<file path="src/rtl/aux_reply_decoder.sv">
`default_nettype none
// ============================================================================
// Module      : aux_reply_decoder
// Description : Receive-side AUX reply stage. Collects PHY reply bytes at
//               line rate, decodes the reply header (ACK/NACK/DEFER) and
//               replays the reply as a 1-cycle ack strobe followed by a
//               gap-free data-byte burst.
//               Optional build macro AUX_REPLY_PAD_CHECK_EN: when defined,
//               a non-zero header low nibble makes the reply illegal.
// Revision    : 1.0 - initial release
// ============================================================================
module aux_reply_decoder #(
  parameter int MAX_DATA = 16,
  parameter int CW       = 5
) (
  input  logic       clk,
  input  logic       rst_n,
  input  logic       ctrl_tr_vld,
  input  logic       ctrl_i2c_native,
  input  logic [7:0] phy_rx_byte,
  input  logic       phy_rx_vld,
  input  logic       phy_rx_done,
  input  logic       phy_rx_err,
  output logic [1:0] reply_ack,
  output logic       reply_ack_vld,
  output logic [7:0] reply_data,
  output logic       reply_data_vld,
  output logic       reply_error,
  output logic       reply_overrun
);

  localparam int AW = (MAX_DATA > 1) ? $clog2(MAX_DATA) : 1;

  // Header byte count plus a full data payload.
  localparam logic [CW-1:0] FULL_CNT = CW'(MAX_DATA + 1);
  localparam logic [CW-1:0] ONE_CNT  = CW'(1);

  // Only the bits that take part in decoding are stored for the header.
`ifdef AUX_REPLY_PAD_CHECK_EN
  localparam int HDR_LSB = 0;
`else
  localparam int HDR_LSB = 4;
`endif

  localparam logic [2:0] S_IDLE     = 3'd0;
  localparam logic [2:0] S_COLLECT  = 3'd1;
  localparam logic [2:0] S_ACK_OUT  = 3'd2;
  localparam logic [2:0] S_DATA_OUT = 3'd3;
  localparam logic [2:0] S_DROP     = 3'd4;

  logic [2:0]         state_q, state_d;
  logic [CW-1:0]      rx_cnt_q, rx_cnt_d;
  logic [CW-1:0]      tx_cnt_q, tx_cnt_d;
  logic [7:HDR_LSB]   hdr_q, hdr_d;
  logic               mode_i2c_q, mode_i2c_d;
  logic [7:0]         data_buf_q [MAX_DATA];
  logic [7:0]         data_buf_d [MAX_DATA];

  logic [1:0]         reply_ack_q, reply_ack_d;
  logic               reply_ack_vld_q, reply_ack_vld_d;
  logic [7:0]         reply_data_q, reply_data_d;
  logic               reply_data_vld_q, reply_data_vld_d;
  logic               reply_error_q, reply_error_d;
  logic               reply_overrun_q, reply_overrun_d;

  logic [7:HDR_LSB]   close_hdr;
  logic [1:0]         close_ack;
  logic               close_bad;
  logic               pad_bad;
  logic               do_close;

  // Header decode for the reply being closed: the incoming byte when the
  // header and the close arrive together in IDLE, otherwise the stored one.
  always_comb begin
    close_hdr = (state_q == S_IDLE) ? phy_rx_byte[7:HDR_LSB] : hdr_q;
    if (mode_i2c_q && (close_hdr[5:4] == 2'b00)) begin
      close_ack = close_hdr[7:6];
    end else begin
      close_ack = close_hdr[5:4];
    end
`ifdef AUX_REPLY_PAD_CHECK_EN
    pad_bad = |close_hdr[3:0];
`else
    pad_bad = 1'b0;
`endif
    close_bad = (close_ack == 2'b11) || pad_bad;
  end

  // Next-state, counter, buffer and registered-output computation.
  always_comb begin
    state_d          = state_q;
    rx_cnt_d         = rx_cnt_q;
    tx_cnt_d         = tx_cnt_q;
    hdr_d            = hdr_q;
    data_buf_d       = data_buf_q;
    mode_i2c_d       = ctrl_tr_vld ? ctrl_i2c_native : mode_i2c_q;
    reply_ack_d      = 2'b00;
    reply_ack_vld_d  = 1'b0;
    reply_data_d     = 8'h00;
    reply_data_vld_d = 1'b0;
    reply_overrun_d  = 1'b0;
    do_close         = 1'b0;

    case (state_q)
      S_IDLE: begin
        if (phy_rx_err) begin
          state_d = S_DROP;
        end else if (phy_rx_vld) begin
          hdr_d    = phy_rx_byte[7:HDR_LSB];
          rx_cnt_d = ONE_CNT;
          if (phy_rx_done) begin
            do_close = 1'b1;
          end else begin
            state_d = S_COLLECT;
          end
        end else if (phy_rx_done) begin
          // Reply closed without even a header byte.
          state_d = S_DROP;
        end
      end

      S_COLLECT: begin
        if (phy_rx_err) begin
          state_d = S_DROP;
        end else if (phy_rx_vld && (rx_cnt_q == FULL_CNT)) begin
          // One byte more than the buffer can replay.
          state_d = S_DROP;
        end else begin
          if (phy_rx_vld) begin
            data_buf_d[AW'(rx_cnt_q - ONE_CNT)] = phy_rx_byte;
            rx_cnt_d = rx_cnt_q + ONE_CNT;
          end
          if (phy_rx_done) begin
            do_close = 1'b1;
          end
        end
      end

      S_ACK_OUT: begin
        reply_overrun_d = phy_rx_vld || phy_rx_done;
        if (rx_cnt_q > ONE_CNT) begin
          state_d          = S_DATA_OUT;
          reply_data_d     = data_buf_q[0];
          reply_data_vld_d = 1'b1;
          tx_cnt_d         = ONE_CNT;
        end else begin
          state_d  = S_IDLE;
          rx_cnt_d = '0;
          tx_cnt_d = '0;
        end
      end

      S_DATA_OUT: begin
        reply_overrun_d = phy_rx_vld || phy_rx_done;
        if (tx_cnt_q == (rx_cnt_q - ONE_CNT)) begin
          state_d  = S_IDLE;
          rx_cnt_d = '0;
          tx_cnt_d = '0;
        end else begin
          reply_data_d     = data_buf_q[tx_cnt_q[AW-1:0]];
          reply_data_vld_d = 1'b1;
          tx_cnt_d         = tx_cnt_q + ONE_CNT;
        end
      end

      S_DROP: begin
        state_d  = S_IDLE;
        rx_cnt_d = '0;
        tx_cnt_d = '0;
      end

      default: begin
        state_d  = S_IDLE;
        rx_cnt_d = '0;
        tx_cnt_d = '0;
      end
    endcase

    // Closing a reply: strobe the decoded ack, or discard an illegal header.
    if (do_close) begin
      if (close_bad) begin
        state_d = S_DROP;
      end else begin
        state_d         = S_ACK_OUT;
        reply_ack_d     = close_ack;
        reply_ack_vld_d = 1'b1;
      end
    end

    // The error pulse coincides with the single DROP cycle.
    reply_error_d = (state_d == S_DROP);
  end

  // State, counters, buffer and output registers.
  always_ff @(posedge clk or negedge rst_n) begin
    if (!rst_n) begin
      state_q          <= S_IDLE;
      rx_cnt_q         <= '0;
      tx_cnt_q         <= '0;
      hdr_q            <= '0;
      mode_i2c_q       <= 1'b0;
      for (int i = 0; i < MAX_DATA; i++) begin
        data_buf_q[i] <= 8'h00;
      end
      reply_ack_q      <= 2'b00;
      reply_ack_vld_q  <= 1'b0;
      reply_data_q     <= 8'h00;
      reply_data_vld_q <= 1'b0;
      reply_error_q    <= 1'b0;
      reply_overrun_q  <= 1'b0;
    end else begin
      state_q          <= state_d;
      rx_cnt_q         <= rx_cnt_d;
      tx_cnt_q         <= tx_cnt_d;
      hdr_q            <= hdr_d;
      mode_i2c_q       <= mode_i2c_d;
      data_buf_q       <= data_buf_d;
      reply_ack_q      <= reply_ack_d;
      reply_ack_vld_q  <= reply_ack_vld_d;
      reply_data_q     <= reply_data_d;
      reply_data_vld_q <= reply_data_vld_d;
      reply_error_q    <= reply_error_d;
      reply_overrun_q  <= reply_overrun_d;
    end
  end

  assign reply_ack      = reply_ack_q;
  assign reply_ack_vld  = reply_ack_vld_q;
  assign reply_data     = reply_data_q;
  assign reply_data_vld = reply_data_vld_q;
  assign reply_error    = reply_error_q;
  assign reply_overrun  = reply_overrun_q;

endmodule
`default_nettype wire

</file>
<file path="config.mk">
export PLATFORM = sky130hd
export DESIGN_NAME = aux_reply_decoder
export DESIGN_NICKNAME = d
export VERILOG_FILES = /design/src/rtl/aux_reply_decoder.sv
export SDC_FILE = /design/constraint.sdc
export NUM_CORES = 1
export LEC_CHECK = 0
export CAP_MARGIN = 0
export CORE_ASPECT_RATIO = 1.5
export CORE_UTILIZATION = 60
export CTS_BUF_LIST = sky130_fd_sc_hd__clkbuf_16
export CTS_CLUSTER_DIAMETER = 150
export DETAILED_ROUTE_END_ITERATION = 8
export HOLD_SLACK_MARGIN = 0.06
export PLACE_DENSITY = 0.84
export SETUP_SLACK_MARGIN = 0.2
export SLEW_MARGIN = 20
export SYNTH_ARGS = -nofsm -noshare
export SYNTH_HDL_FRONTEND = slang
export SYNTH_SLANG_ARGS = --single-unit
</file>
<file path="constraint.sdc">
create_clock -name clk -period 4.8 [get_ports clk]
set_input_delay 0.72 -clock clk [delete_from_list [all_inputs] [get_ports clk]]
set_output_delay 0.72 -clock clk [all_outputs]
set_load 0.1 [all_outputs]
</file>
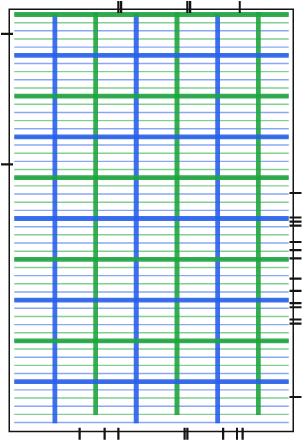
*PDN straps and rails*
(3 px per um) Pins as bars on the die edge.
VDD -> green
VSS -> blue
met4 straps = 6
met1 rails = 51
signal pins = 29

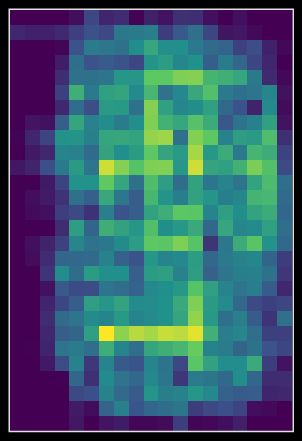
*Routed metal per tile*
(3 px per um) The die is cut into 19 by 28 equal tiles; dark purple is low, yellow is high, scaled to the fullest tile. Values are wire area over tile area, all layers added.
fullest tile = 0.61
tiles over half the peak = 27%
mean over tiles = 0.21
emptiest ninth of the die = lower left
nearly empty tiles = 15%

==> results.txt <==
Setup violators final = 0
Vias = 4839
Startpoint Class = flop
Hold Crit Class = in2async
Root Buffer Master = clkbuf_16
CTS Buf Count = 17
Core box area = 0.0124 sq mm
TritonCTS clock tree = built
I/O Buffers = 28
Top area cell types = dfrtp_1, mux2_2, mux2i_1
Crit path capture type = flop
Critical Path RT = 5.10 ns
Total die area = 0.0132 sq mm
Top cells by count, synth = dfrtp_1, mux2_2, mux2i_1
Layout cell share with drive strength beyond 1 = 34.1%
Fin Hold WS = 0.224 ns
Status = finished clean
Post-CTS sizing = 0
P_leak = 3.93 nW
Slew @ Worst Pin = 1.04 ns
# Post-CTS Setup Buffers = 0
Synthesized area = 0.00764 sq mm
CTS max path bufs = 2
Row cnt = 50
P&R area growth vs syn = 12.1%
Vias in the first global route = 5361
Post-synthesis chip area from yosys = 0.00764 sq mm
Power Density = 456 mW/mm^2
Initial Util = 61.4%
RSZ-0062 raised after global routing = false
Distinct cells, synth = 50
Register Area = 0.00401 sq mm
Worst-path fanout max = 24
All-Layer GR Usage = 28.8%
Hold_buf cts = 0
Vias/cell = 6.51
Mean Syn Cell Area = 13.8 sq um
Clk_skew = 0.0112 ns
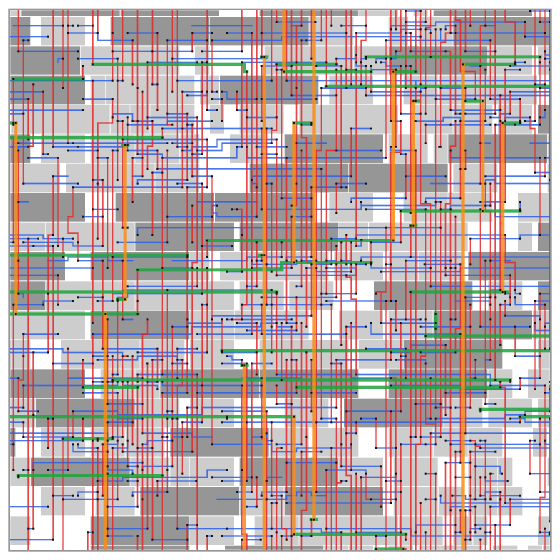
*Zoomed window*
Window x 22 to 72, y 73 to 123 um. Cells in grey, sequential cells in the stronger grey; small squares are vias.
metal 3 -> green
metal 1 -> blue
metal 2 -> red
metal 4 -> orange
most frequent = mux2_2 (39), dfrtp_1 (35), mux2i_1 (11)
cells with their middle in the window = 146
netlist names of flops here include = data_buf_q (35)
sequential cells in the window = 35

placed cells by master (no fill, tap or decap), types with 4 or more instances in the layout:
master           synthesis  layout
dfrtp_1                160     159
ha_1                     7       7
clkinv_2                 0       4
mux2_2                 132     132
a221oi_1                16      16
o21ai_0                 16      16
nor3_1                   5       5
nor2_1                   5       5
a22oi_1                  7       7
inv_1                    9      13
mux4_2                  16      16
nor2b_1                  9       8
nor2_4                  13      13
xnor2_1                  6       6
a22o_1                  11      11
a21oi_1                  9       9
clkbuf_16                0      17
mux2i_1                 36      36
clkdlybuf4s50_1          0      27
buf_4                    0       6
a31oi_1                  5       5
nand2_1                 16      16
nand2b_1                 4       4
report_power, final:
| part | switching (W) | internal [W] | leakage, nW |
|---|---|---|---|
| Combinational | 0.000479 | 0.000432 | 1.44 |
| Sequential | 0.000198 | 0.00155 | 2.21 |
| Clock | 0.000510 | 0.000743 | 0.278 |
path summary, 6_finish.rpt:
kind,startpoint,endpoint,depth (start not counted)
worst max-delay path,tx_cnt_q[2]$_DFFE_PN0N_,rx_cnt_q[0]$_DFFE_PN0P_,5
worst min-delay path,rst_n,reply_ack[0]$_DFF_PN0_,1
worst max register to register,tx_cnt_q[2]$_DFFE_PN0N_,rx_cnt_q[0]$_DFFE_PN0P_,5
worst min register to register,data_buf_q[89]$_DFFE_PN0P_,data_buf_q[89]$_DFFE_PN0P_,1
max in group asynchronous,rst_n,data_buf_q[90]$_DFFE_PN0P_,2
min in group clk,data_buf_q[89]$_DFFE_PN0P_,data_buf_q[89]$_DFFE_PN0P_,1
cell families (layout without fill, tap and decap cells):
kind of cell	Yosys count	after routing	synth area share [%]
compound gates	79	79	7.71
xor+xnor	9	9	1.21
fa+ha+maj	7	7	1.15
buf+inv	41	73	2.18
flops	160	160	52.4
mux	185	185	29.0
simple gates	74	74	6.34
layer usage:
layer	vias up	track usage, %	part of all wire [%]
met5	-	0	0
met4	0	16.8	3.2
met3	45	6.68	5.4
met2	148	49.5	56
met1	2544	31.9	36
li1	2102	-	-
worst max-delay path: cells and delay by family (launching register included):
kind	cells	cell delay (ns)
muxes	1	0.33
xor gates and xnor gates	1	0.55
DFF	1	1.02
AOI/OAI and AO/OA	1	0.86
and+or+nand+nor	2	0.40
per-stage QoR:
stage          worst slack (ns)  utilization (%)  cells
3_3_place_gp               1.61             64.5    713
5_1_grt                    1.37             68.8    743
2_1_floorplan              2.32                -    555
3_5_place_dp               1.52             64.5    713
4_1_cts                    1.55             68.8    743
6_report                   1.49             68.8    743
flip-flops by register name, indices dropped and copies added (netlist names):
name	count
rx_cnt_q	5
hdr_q	4
reply_data_vld	1
data_buf_q	128
reply_ack	2
mode_i2c_q	1
tx_cnt_q	5
state_q	3
reply_overrun	1
reply_ack_vld	1
reply_data	8
reply_error	1
cell type report:
| class | instances | share of cell area [%] |
|---|---|---|
| multi-input cells | 354 | 40.5 |
| well taps | 156 | 2.28 |
| flip-flops and latches | 160 | 46.7 |
| clock inverters | 13 | 1.28 |
| inverters | 9 | 0.394 |
| clock buffers | 17 | 4.96 |
| repair buffers | 34 | 3.81 |
Power is estimated from default activity; no workload was simulated.
